floorplan.png
Pins as bars on the die edge.
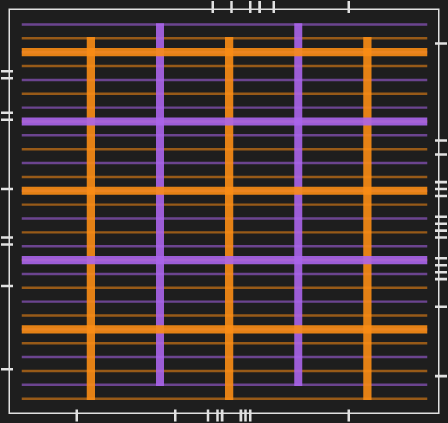
clock_nets.png
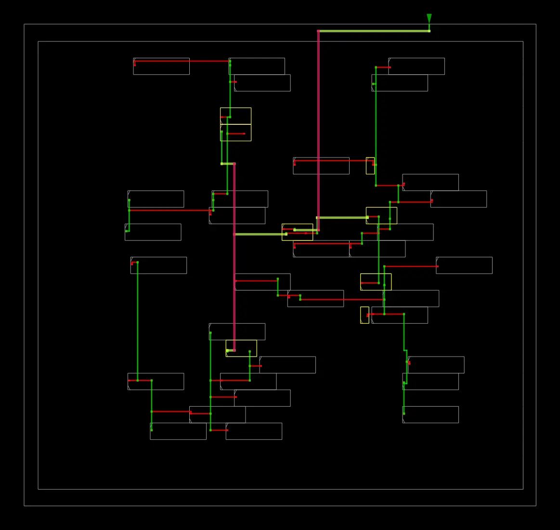
m1.png
Supply wires on this layer in grey.
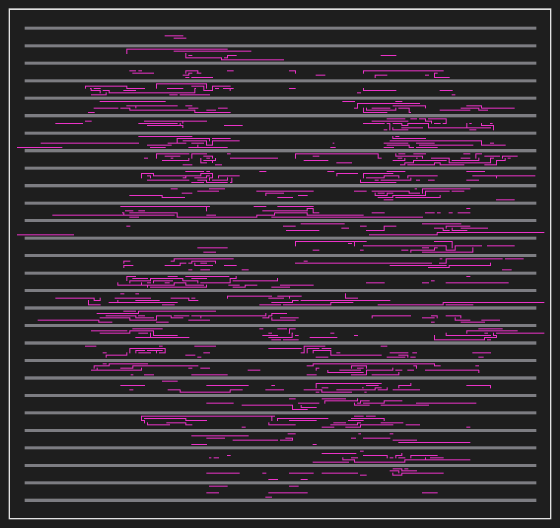
ff_map.png
Other sequential cells in the stronger grey, the rest of the logic in the fainter grey.
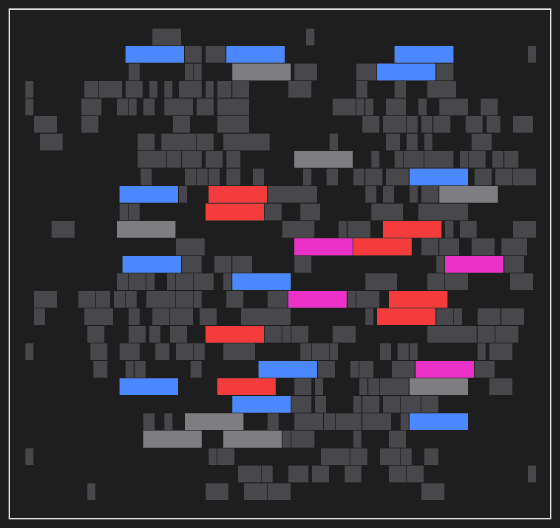
gates.png
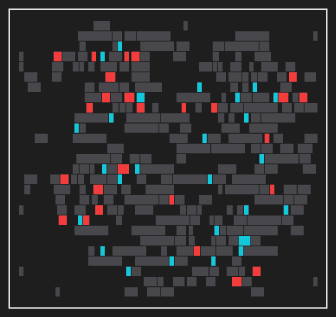
**src/rtl/pes_rr_requester.sv**
```systemverilog
// pes_rr_requester
//   Requestor-side front end for a 4-way round-robin arbiter. Each channel
//   keeps a saturating count of pending transaction tokens. Client engines
//   enqueue tokens with push pulses, and the arbiter drains them with grants.
//   The block drives req[3:0], reports consumed tokens on done, and keeps
//   sticky overflow and spurious-grant flags.
//
//   Optional feature: define RR_REQ_WATCHDOG_EN to build a per-channel
//   starvation watchdog. Without it, starve is tied to 4'b0000.
//
// Parameters
//   CNT_W     width of each pending counter; queue depth is 2**CNT_W-1
//   MAX_WAIT  number of cycles req may stay high without a grant before
//             starve is raised (watchdog builds only)
//
// Ports
//   clk       clock, rising edge
//   rst       asynchronous active-high reset
//   en        1 = drive requests and accept grants; 0 = req forced low
//   push      per-channel one-cycle token enqueue
//   grant     level grant from the arbiter; may be multi-hot
//   clr_err   synchronous clear of overflow/spurious
//   req       request to arbiter: en & (pending != 0)
//   done      registered one-cycle pulse per consumed token
//   full      pending at maximum
//   overflow  sticky: push dropped because the channel was full
//   spurious  sticky: grant while enabled with nothing pending
//   starve    watchdog flag
//   io_oeb    pad output-enable, constant 0
module pes_rr_requester #(
    parameter int CNT_W    = 3,
    parameter int MAX_WAIT = 100
) (
    input  logic       clk,
    input  logic       rst,
    input  logic       en,
    input  logic [3:0] push,
    input  logic [3:0] grant,
    input  logic       clr_err,
    output logic [3:0] req,
    output logic [3:0] done,
    output logic [3:0] full,
    output logic [3:0] overflow,
    output logic [3:0] spurious,
    output logic [3:0] starve,
    output logic [3:0] io_oeb
);

    localparam logic [CNT_W-1:0] MAX_CNT = '1;

    // IDLE is held exactly when the channel's pending count is zero.
    // SERVE marks the cycle after a grant that left tokens queued.
    typedef enum logic [1:0] {IDLE, WAIT, SERVE} ch_state_t;

    ch_state_t        state      [4];
    ch_state_t        state_next [4];
    logic [CNT_W-1:0] pending      [4];
    logic [CNT_W-1:0] pending_next [4];
    logic [3:0]       consume;
    logic [3:0]       accept;
    logic [3:0]       drop;
    logic [3:0]       stray;

    // Count update for one channel. A simultaneous push and consume leaves
    // the count unchanged: one token enters and one leaves. The accept term
    // never admits a push at MAX_CNT without a matching consume, so the
    // count cannot wrap.
    function automatic logic [CNT_W-1:0] sat_step(
        input logic [CNT_W-1:0] cur,
        input logic             inc,
        input logic             dec
    );
        if (inc && !dec) return cur + 1'b1;
        if (dec && !inc) return cur - 1'b1;
        return cur;
    endfunction

    always_comb begin
        req     = '0;
        full    = '0;
        consume = '0;
        accept  = '0;
        drop    = '0;
        stray   = '0;
        for (int i = 0; i < 4; i++) begin
            pending_next[i] = pending[i];
            state_next[i]   = state[i];
        end
        for (int i = 0; i < 4; i++) begin
            full[i]    = (pending[i] == MAX_CNT);
            req[i]     = en & (state[i] != IDLE);
            consume[i] = en & grant[i] & (state[i] != IDLE);
            stray[i]   = en & grant[i] & (state[i] == IDLE);
            // A full channel can still take a push when a token leaves in
            // the same cycle.
            accept[i]  = push[i] & (~full[i] | consume[i]);
            drop[i]    = push[i] & full[i] & ~consume[i];
            pending_next[i] = sat_step(pending[i], accept[i], consume[i]);
            if (pending_next[i] == '0)
                state_next[i] = IDLE;
            else if (consume[i])
                state_next[i] = SERVE;
            else
                state_next[i] = WAIT;
        end
    end

    always_ff @(posedge clk or posedge rst) begin
        if (rst) begin
            for (int i = 0; i < 4; i++) begin
                pending[i] <= '0;
                state[i]   <= IDLE;
            end
            done     <= '0;
            overflow <= '0;
            spurious <= '0;
        end else begin
            for (int i = 0; i < 4; i++) begin
                pending[i] <= pending_next[i];
                state[i]   <= state_next[i];
            end
            done     <= consume;
            // A set event in the same cycle takes priority over clr_err.
            overflow <= (overflow & ~{4{clr_err}}) | drop;
            spurious <= (spurious & ~{4{clr_err}}) | stray;
        end
    end

`ifdef RR_REQ_WATCHDOG_EN
    localparam int               WAIT_W   = $clog2(MAX_WAIT + 1);
    localparam logic [WAIT_W-1:0] WAIT_MAX = WAIT_W'(MAX_WAIT);

    logic [WAIT_W-1:0] wait_cnt [4];

    always_ff @(posedge clk or posedge rst) begin
        if (rst) begin
            for (int i = 0; i < 4; i++) wait_cnt[i] <= '0;
        end else begin
            for (int i = 0; i < 4; i++) begin
                if (!req[i] || grant[i])
                    wait_cnt[i] <= '0;
                else if (wait_cnt[i] != WAIT_MAX)
                    wait_cnt[i] <= wait_cnt[i] + 1'b1;
            end
        end
    end

    always_comb begin
        starve = '0;
        for (int i = 0; i < 4; i++) starve[i] = (wait_cnt[i] == WAIT_MAX);
    end
`else
    assign starve = 4'b0000;
`endif

    assign io_oeb = 4'b0000;

endmodule

```
**config.mk**
```make
export PLATFORM = sky130hd
export DESIGN_NAME = pes_rr_requester
export DESIGN_NICKNAME = d
export VERILOG_FILES = /design/src/rtl/pes_rr_requester.sv
export SDC_FILE = /design/constraint.sdc
export NUM_CORES = 1
export LEC_CHECK = 0
export CAP_MARGIN = 20
export CORE_AREA = 2 2 82 77
export CTS_CLUSTER_DIAMETER = 120
export DETAILED_ROUTE_END_ITERATION = 6
export DIE_AREA = 0 0 84 79
export HOLD_SLACK_MARGIN = 0.05
export PLACE_DENSITY = 0.54
export SYNTH_ARGS = -nofsm -noshare
export SYNTH_HDL_FRONTEND = slang
export SYNTH_SLANG_ARGS = --single-unit
```
**constraint.sdc**
```tcl
create_clock -name clk -period 2 [get_ports clk]
set_input_delay 0.6 -clock clk [delete_from_list [all_inputs] [get_ports clk]]
set_output_delay 0.6 -clock clk [all_outputs]
set_load 0.01 [all_outputs]
```
==> results_dict.tcl <==
# place-and-route summary
set metrics [dict create \
    status "complete, no violations" \
    synth-edff-count 0 \
    finClkSkew_ns 0.00193 \
    grt_use_met2_pct 20.6 \
    top_layer "met4" \
    gp_congestion 0.720 \
    buf_share_pct 21.6 \
    comb_cells 135 \
    comb_power_share_pct 52.5 \
    syn_to_final_growth_pct 34.7 \
    core_area_mm2 0.00584 \
    switchingPower_mw 1.25 \
    swShare_pct 37.6 \
    synth_area_mm2 0.00197 \
    n_all_inverters 26 \
    cts_max_path_buffers 2 \
    ys_sh_xor_pct 1.78 \
    top_area_cell "dfrtp_1" \
    largest_reg_flops 12 \
    fa_ha_area_share_pct 7.64 \
    rr_startpoint "pending[6]" \
    postCtsHoldBufs 0 \
    path_cells "ha_1 -> ha_1 -> dlygate4sd2_1" \
    r2r_slack_ns 0.13 \
    rsz0062_at_grt "false" \
    powerSeq_mw 1.08 \
    min_period_ns 1.93 \
    seq_share_pct 30.2 \
    cts_tree "built" \
    htreeDepth 2 \
    synth.most_common_cell "dfrtp_1" \
    grt-ovfl-total 0 \
    pin_count 40 \
    cts_resized 20 \
    worstHoldPathType "reg2reg" \
    top_register "pending" \
    routed_wl_um 3960 \
    maxPowerGroup "combinational cells" \
    top_regs "pending (12), state (8)" \
    grt_pass1_vias 1557 \
    fin_nets 290 \
    comb_power_mw 1.75 \
    synth.avg_cell_area_um2 9.83 \
    nFillCells 555 \
    gr-usage-met3_pct 2.39 \
    buffers 66 \
    crit_top_cell "ha_1" \
    grt_first_pass_wirelength_um 7060 \
    lay_top_cells "buf_4 (33), dfrtp_1 (32), inv_1 (22), clkdlybuf4s50_1 (22), a21oi_1 (16)" \
    chipArea_mm2 0.00664 \
    drc 0 \
    min_from "overflow[2]" \
    finalInstanceArea_mm2 0.00265 \
    nWellTaps 72 \
    grt_max_degree 33 \
    drt_iter0_markers 75 \
    yosysChipArea_mm2 0.00197 \
    simple_gate_share_pct 11.7 \
    postSynthSeqShare_pct 40.7 \
    fin_setup_tns_ns 0 \
    ys.flops 32 \
    diodes 0 \
    wl_per_cell_um 11.7 \
    crit_buf_inv 1 \
]
Notes on floorplan.png above:
[VDD] purple
[VSS] orange
signal pins: 40
rows: 27

Notes on clock_nets.png above:
# clock sinks: 32
registers: 32
TritonCTS buffer count: 5
Clk power: 0.505 mW
Clock Latency Late Sink: 0.28 ns

Notes on m1.png above:
longest straight run: 23.5 um
share of all routed wire: 51%
nets with wire on the layer: 243

Notes on ff_map.png above:
[state] red | sequential cells: 8 | where: centre
[pending] blue | sequential cells: 12
[spurious] magenta | sequential cells: 4
not coloured: 8

Notes on gates.png above:
[nand cells] red | cells: 26 | most used: nand2b_1 | where: all over the die
[inv cells] cyan | cells: 26 | most used: inv_1

Power and IR drop assume default switching activity.
